--- src/rtl/alu_exec_unit.sv ---
`default_nettype none
// ============================================================================
// Module      : alu_exec_unit
// Description : Single-issue ALU execution unit with valid/ready handshakes.
//               Arithmetic/logic ops finish in one cycle; shifts walk one bit
//               per cycle through the result register.
// Revision    : 1.0 - initial release
// ============================================================================
module alu_exec_unit #(
   parameter int XLEN = 32
) (
   input  logic              clk_i,
   input  logic              rst_i,
   input  logic              in_valid_i,
   output logic              in_ready_o,
   input  logic [3:0]        alu_operation_i,
   input  logic [XLEN-1:0]   operand_a_i,
   input  logic [XLEN-1:0]   operand_b_i,
   input  logic [4:0]        rd_tag_i,
   output logic              out_valid_o,
   input  logic              out_ready_i,
   output logic [XLEN-1:0]   result_o,
   output logic              zero_o,
   output logic [4:0]        rd_tag_o,
   output logic              busy_o
);

   localparam int SW = $clog2(XLEN);

   localparam logic [1:0] S_IDLE  = 2'd0;
   localparam logic [1:0] S_SHIFT = 2'd1;
   localparam logic [1:0] S_DONE  = 2'd2;

   localparam logic [3:0] OP_ADD  = 4'b0000;
   localparam logic [3:0] OP_SUB  = 4'b1000;
   localparam logic [3:0] OP_SLL  = 4'b0001;
   localparam logic [3:0] OP_SLT  = 4'b0010;
   localparam logic [3:0] OP_SLTU = 4'b0011;
   localparam logic [3:0] OP_XOR  = 4'b0100;
   localparam logic [3:0] OP_SRL  = 4'b0101;
   localparam logic [3:0] OP_SRA  = 4'b1101;
   localparam logic [3:0] OP_OR   = 4'b0110;
   localparam logic [3:0] OP_AND  = 4'b0111;

   localparam logic [1:0] SH_LL = 2'd0;
   localparam logic [1:0] SH_RL = 2'd1;
   localparam logic [1:0] SH_RA = 2'd2;

   logic [1:0]      state_q, state_d;
   logic [XLEN-1:0] result_q, result_d;
   logic            zero_q, zero_d;
   logic [4:0]      tag_q, tag_d;
   logic [SW-1:0]   cnt_q, cnt_d;
   logic [1:0]      shk_q, shk_d;

   logic [XLEN-1:0] alu_res;
   logic            is_shift;
   logic [1:0]      shk_new;
   logic [SW-1:0]   shamt;
   logic            accept;

   assign shamt  = operand_b_i[SW-1:0];
   assign accept = in_valid_i & in_ready_o;

   // Decode the operation and compute the single-cycle ALU result.
   always_comb begin
      alu_res  = operand_a_i + operand_b_i;
      is_shift = 1'b0;
      shk_new  = SH_LL;
      case (alu_operation_i)
         OP_SUB:  alu_res = operand_a_i - operand_b_i;
         OP_SLT:  alu_res = {{(XLEN-1){1'b0}}, ($signed(operand_a_i) < $signed(operand_b_i))};
         OP_SLTU: alu_res = {{(XLEN-1){1'b0}}, (operand_a_i < operand_b_i)};
         OP_XOR:  alu_res = operand_a_i ^ operand_b_i;
         OP_OR:   alu_res = operand_a_i | operand_b_i;
         OP_AND:  alu_res = operand_a_i & operand_b_i;
         OP_SLL:  begin is_shift = 1'b1; shk_new = SH_LL; end
         OP_SRL:  begin is_shift = 1'b1; shk_new = SH_RL; end
         OP_SRA:  begin is_shift = 1'b1; shk_new = SH_RA; end
         default: alu_res = operand_a_i + operand_b_i;
      endcase
   end

   // State register.
   always_ff @(posedge clk_i) begin
      if (rst_i) state_q <= S_IDLE;
      else       state_q <= state_d;
   end

   // Next-state logic: a zero-length shift completes like a plain ALU op.
   always_comb begin
      state_d = state_q;
      case (state_q)
         S_IDLE, S_DONE: begin
            if (accept) begin
               if (is_shift && (shamt != '0)) state_d = S_SHIFT;
               else                           state_d = S_DONE;
            end else if (state_q == S_DONE && out_ready_i) begin
               state_d = S_IDLE;
            end
         end
         S_SHIFT: if (cnt_q == SW'(1)) state_d = S_DONE;
         default: state_d = S_IDLE;
      endcase
   end

   // Handshake and status outputs derived from the current state.
   always_comb begin
      in_ready_o  = (state_q == S_IDLE) | ((state_q == S_DONE) & out_ready_i);
      out_valid_o = (state_q == S_DONE);
      busy_o      = (state_q != S_IDLE);
   end

   // Datapath next values: load on acceptance, shift one bit per SHIFT cycle.
   always_comb begin
      result_d = result_q;
      tag_d    = tag_q;
      cnt_d    = cnt_q;
      shk_d    = shk_q;
      if (accept) begin
         tag_d = rd_tag_i;
         if (is_shift) begin
            result_d = operand_a_i;
            cnt_d    = shamt;
            shk_d    = shk_new;
         end else begin
            result_d = alu_res;
            cnt_d    = '0;
         end
      end else if (state_q == S_SHIFT) begin
         cnt_d = cnt_q - SW'(1);
         case (shk_q)
            SH_RL:   result_d = {1'b0, result_q[XLEN-1:1]};
            SH_RA:   result_d = {result_q[XLEN-1], result_q[XLEN-1:1]};
            default: result_d = {result_q[XLEN-2:0], 1'b0};
         endcase
      end
      zero_d = (result_d == '0);
   end

   // Datapath registers.
   always_ff @(posedge clk_i) begin
      if (rst_i) begin
         result_q <= '0;
         zero_q   <= 1'b1;
         tag_q    <= '0;
         cnt_q    <= '0;
         shk_q    <= SH_LL;
      end else begin
         result_q <= result_d;
         zero_q   <= zero_d;
         tag_q    <= tag_d;
         cnt_q    <= cnt_d;
         shk_q    <= shk_d;
      end
   end

   assign result_o = result_q;
   assign zero_o   = zero_q;
   assign rd_tag_o = tag_q;

endmodule
`default_nettype wire

--- config.mk ---
export PLATFORM = sky130hd
export DESIGN_NAME = alu_exec_unit
export DESIGN_NICKNAME = d
export VERILOG_FILES = /design/src/rtl/alu_exec_unit.sv
export SDC_FILE = /design/constraint.sdc
export NUM_CORES = 1
export LEC_CHECK = 0
export ABC_AREA = 1
export CAP_MARGIN = 20
export CORE_MARGIN = 4
export CORE_UTILIZATION = 30
export DETAILED_ROUTE_END_ITERATION = 12
export PLACE_DENSITY_LB_ADDON = 0.12
export SLEW_MARGIN = 10
export SYNTH_ARGS = -nofsm -noshare
export SYNTH_HDL_FRONTEND = slang
export SYNTH_SLANG_ARGS = --single-unit
export TNS_END_PERCENT = 5
--- constraint.sdc ---
create_clock -name clk_i -period 2.2 [get_ports clk_i]
set_input_delay 0.44 -clock clk_i [delete_from_list [all_inputs] [get_ports clk_i]]
set_output_delay 0.44 -clock clk_i [all_outputs]
set_load 0.03 [all_outputs]
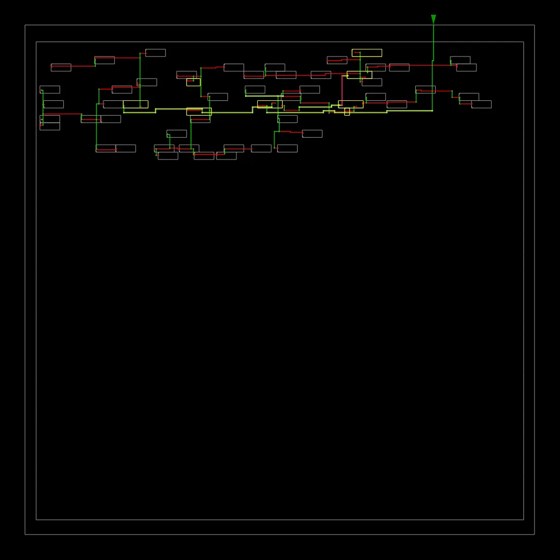
Figure 1: the clock network.
Clock group: 914 uW
TritonCTS sink count: 47

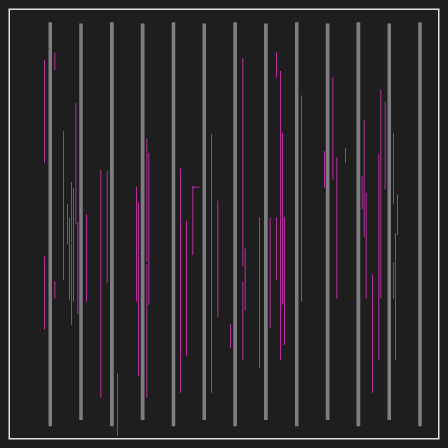
Figure 2: the metal 4 layer.
Supply wires on this layer in grey.
longest straight run: 127 um
main direction: vertical
wire length on this layer: 2590 um
nets with wire on the layer: 49
share of all routed wire: 5.1%
Total Wirelength: 50700 um
via count: 13600

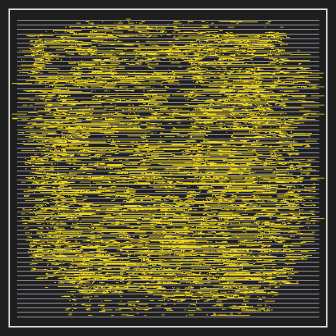
Figure 3: signal wires on met1.
Supply wires on this layer in grey.
wire length on this layer: 21.5 mm
share of all routed wire: 42%
nets with wire on the layer: 2261
main direction: horizontal
longest straight run: 60.7 um
routing usage on met1: 34.4%

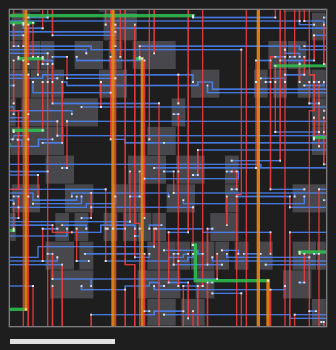
Figure 4: close-up of the layout.
Scale bar: 10 um. Region (79, 79) to (109, 109) um. Cells in grey, sequential cells in the stronger grey; small squares are vias.
| layer | colour |
|---|---|
| metal 2 | red |
| metal 1 | blue |
| metal 4 | orange |
| metal 3 | green |
cells with their middle in the window: 60
most frequent: nand2_1 (15), buf_4 (14), nand3_1 (8)
sequential cells in the window: 0

==> run summary <==
Net Count, Synth: 1933
Total GRT Usage: 27.3%
DRT iter0 DRCs: 786
Sequential share of power: 14.8%
Die Width: 188 um
WL/cell: 18.5 um
Port Buffer Count: 117
Worst skew pair latency: 0.30 ns
Clk root buf: clkbuf_16
Violated checks: setup timing
FFs w/ async S/R, synth: 0%
Detailed Place HPWL: 41800 um
Final setup viols: 21
Post-synthesis sequential area ratio: 9.63%
Number of cell instances after yosys synthesis: 1754
Most frequent cells in the layout: buf_4 (454), nand2_1 (334), inv_1 (230)
Final Power: 7130 uW
Combinational Area: 9170 um2
Final WS setup: -0.363 ns
OpenROAD warnings: 95
Clk_skew: 0.00816 ns
Max_cap viols: 0
Startpoint types: primary input
Yosys chip area: 9770 um2
Commonest Layout Cell: buf_4
# fillers: 3305
Clk slew on worst S/H paths: 0.06 ns
Max IR drop VDD: 0.326 mV
Residual DRC: 0
Post-synthesis simple-gate area fraction: 40.0%
Clock network power share: 12.8%
Layout area overhead: 76.2%
Run status: finished with violations
First-pass GRT wire length: 76200 um
H-tree depth: 2
CTS Buf Count: 5
Crit path kind: primary input to register
Yosys xor share: 0.538%
Number of core rows: 65
Max Buffers Root-to-Sink: 2
DR pass1 iterations: 6
NumNets Final: 2485
Slew at the pin closest to its max-slew limit: 0.382 ns
Mux area share: 0%
# IOs: 118
# diodes: 0
Critical path peak fanout: 7
Die height: 188 um
Setup slack at placement: -1.50 ns
Ys flop type: dfxtp_1
Die ar.: 35500 um2
GPL Wtd Cong: 0.999
Synthesized area: 9770 um2
Max-Slew Margin vs Limit: 74.3%
Adder Area Share: 13.2%
CTS tree: done
Seq. cell area: 941 um2
Largest net degree at the start of global routing: 59
Cycle use final: 117%
Slew Limit Fails: 0
PD cells: 414 nW/um2
Shortest period the worst path allows: 2.56 ns
Post-synth regs: 47
Post-synth EDFFs: 0
Pleak: 0.00875 uW
Sw frac: 46.5%
Largest logic family: simple AND/OR/NAND/NOR gates
Pint: 3820 uW
Net load switching power: 3320 uW
-- area by class of cell --
class,instances,share of cell area (%)
Inverter,348,7.74
Multi-Input combinational cell,1289,53.2
Clock inverter,2,0.203
Tap cell,435,3.16
Clock buffer,6,0.807
Timing Repair Buffer,615,29.4
Sequential cell,47,5.46
-- kinds of logic after synthesis --
family	after synthesis
AOI/OAI and AO/OA	291
xor gates and xnor gates	6
adders and majority gates	102
buffers and inverters	418
DFF	47
and+or+nand+nor	890
-- worst max-delay path, stage by stage --
cell	delay [ns]
dlygate4sd2_1	0.26
inv_2	0.07
ha_4	0.29
buf_6	0.16
nand2_4	0.08
nor2_4	0.11
nand2_1	0.09
nor3_2	0.26
nand2_4	0.08
buf_4	0.13
nand3_1	0.05
nand3_1	0.09
nand4_1	0.10
nand2_1	0.08
buf_4	0.13
buf_4	0.12
buf_4	0.12
a21oi_1	0.11
-- power groups by stage --
stage	registers (uW)	logic, uW	clock network [uW]
finish	1060	5160	914
global route	1070	5530	969
CTS	1060	4840	920
detailed placement	1070	4150	0
global placement	1070	4160	0
floorplan	1230	1960	0
-- state kept, by name, summed over array words and instances, names as in the netlist --
signal	cells
cnt_q	5
rd_tag_o	5
zero_o	1
result_o	32
shk_q	2
state_q	2
-- synthesized netlist by cell type (all sizes together) (3+ instances only) --
cell type	instances	share of area, %
nand2	511	20
inv	345	13
nor2	176	8.0
nand3	152	8.2
a21oi	116	6.2
ha	100	13
o21ai	62	3.3
buf	56	4.5
dfxtp	47	9.6
o22ai	27	1.7
o221ai	25	2.2
nand4	24	1.5
o211ai	24	1.8
nor3	18	1.2
clkbuf	14	0.55
a211oi	13	1.0
a221oi	9	0.81
a31oi	6	0.38
o21bai	6	0.50
xor2	5	0.45
or2	4	0.26
and2	3	0.19
clkinv	3	0.12
-- through the flow --
step | setup TNS (ns) | cell area (um2) | cells | utilization [%]
floorplan | -0.0529 | 9820 | 1754 | -
global placement | -31.46 | 14300 | 2657 | 45.0
detailed placement | -31.34 | 14300 | 2657 | 45.0
CTS | -3.03 | 16600 | 2720 | 52.0
global route | -6.10 | 17200 | 2742 | 54.0
finish | -3.22 | 17200 | 2742 | 54.0
-- layer usage --
| metal | track usage, % | part of all wire, % |
|---|---|---|
| met1 | 34.4 | 42 |
| met2 | 47.9 | 48 |
| met3 | 2.52 | 4.5 |
| met4 | 10.8 | 5.1 |
| met5 | 0 | 0.026 |
-- timing repair --
action                                  CTS  global route
setup buffers                            56            22
hold buffers                              0             0
gates resized                           581           188
pin swaps                               170           134
hold endpoints to repair                  0             0
endpoints found under the setup margin   33            31
-- worst paths after layout --
check,from,end,depth (start not counted)
max,operand_b_i[27],result_o[31],18
min,rd_tag_o[1],rd_tag_o[1],2
max reg2reg,shk_q[0],zero_o,14
min reg2reg,rd_tag_o[1],rd_tag_o[1],2
Power is estimated from default activity; no workload was simulated.
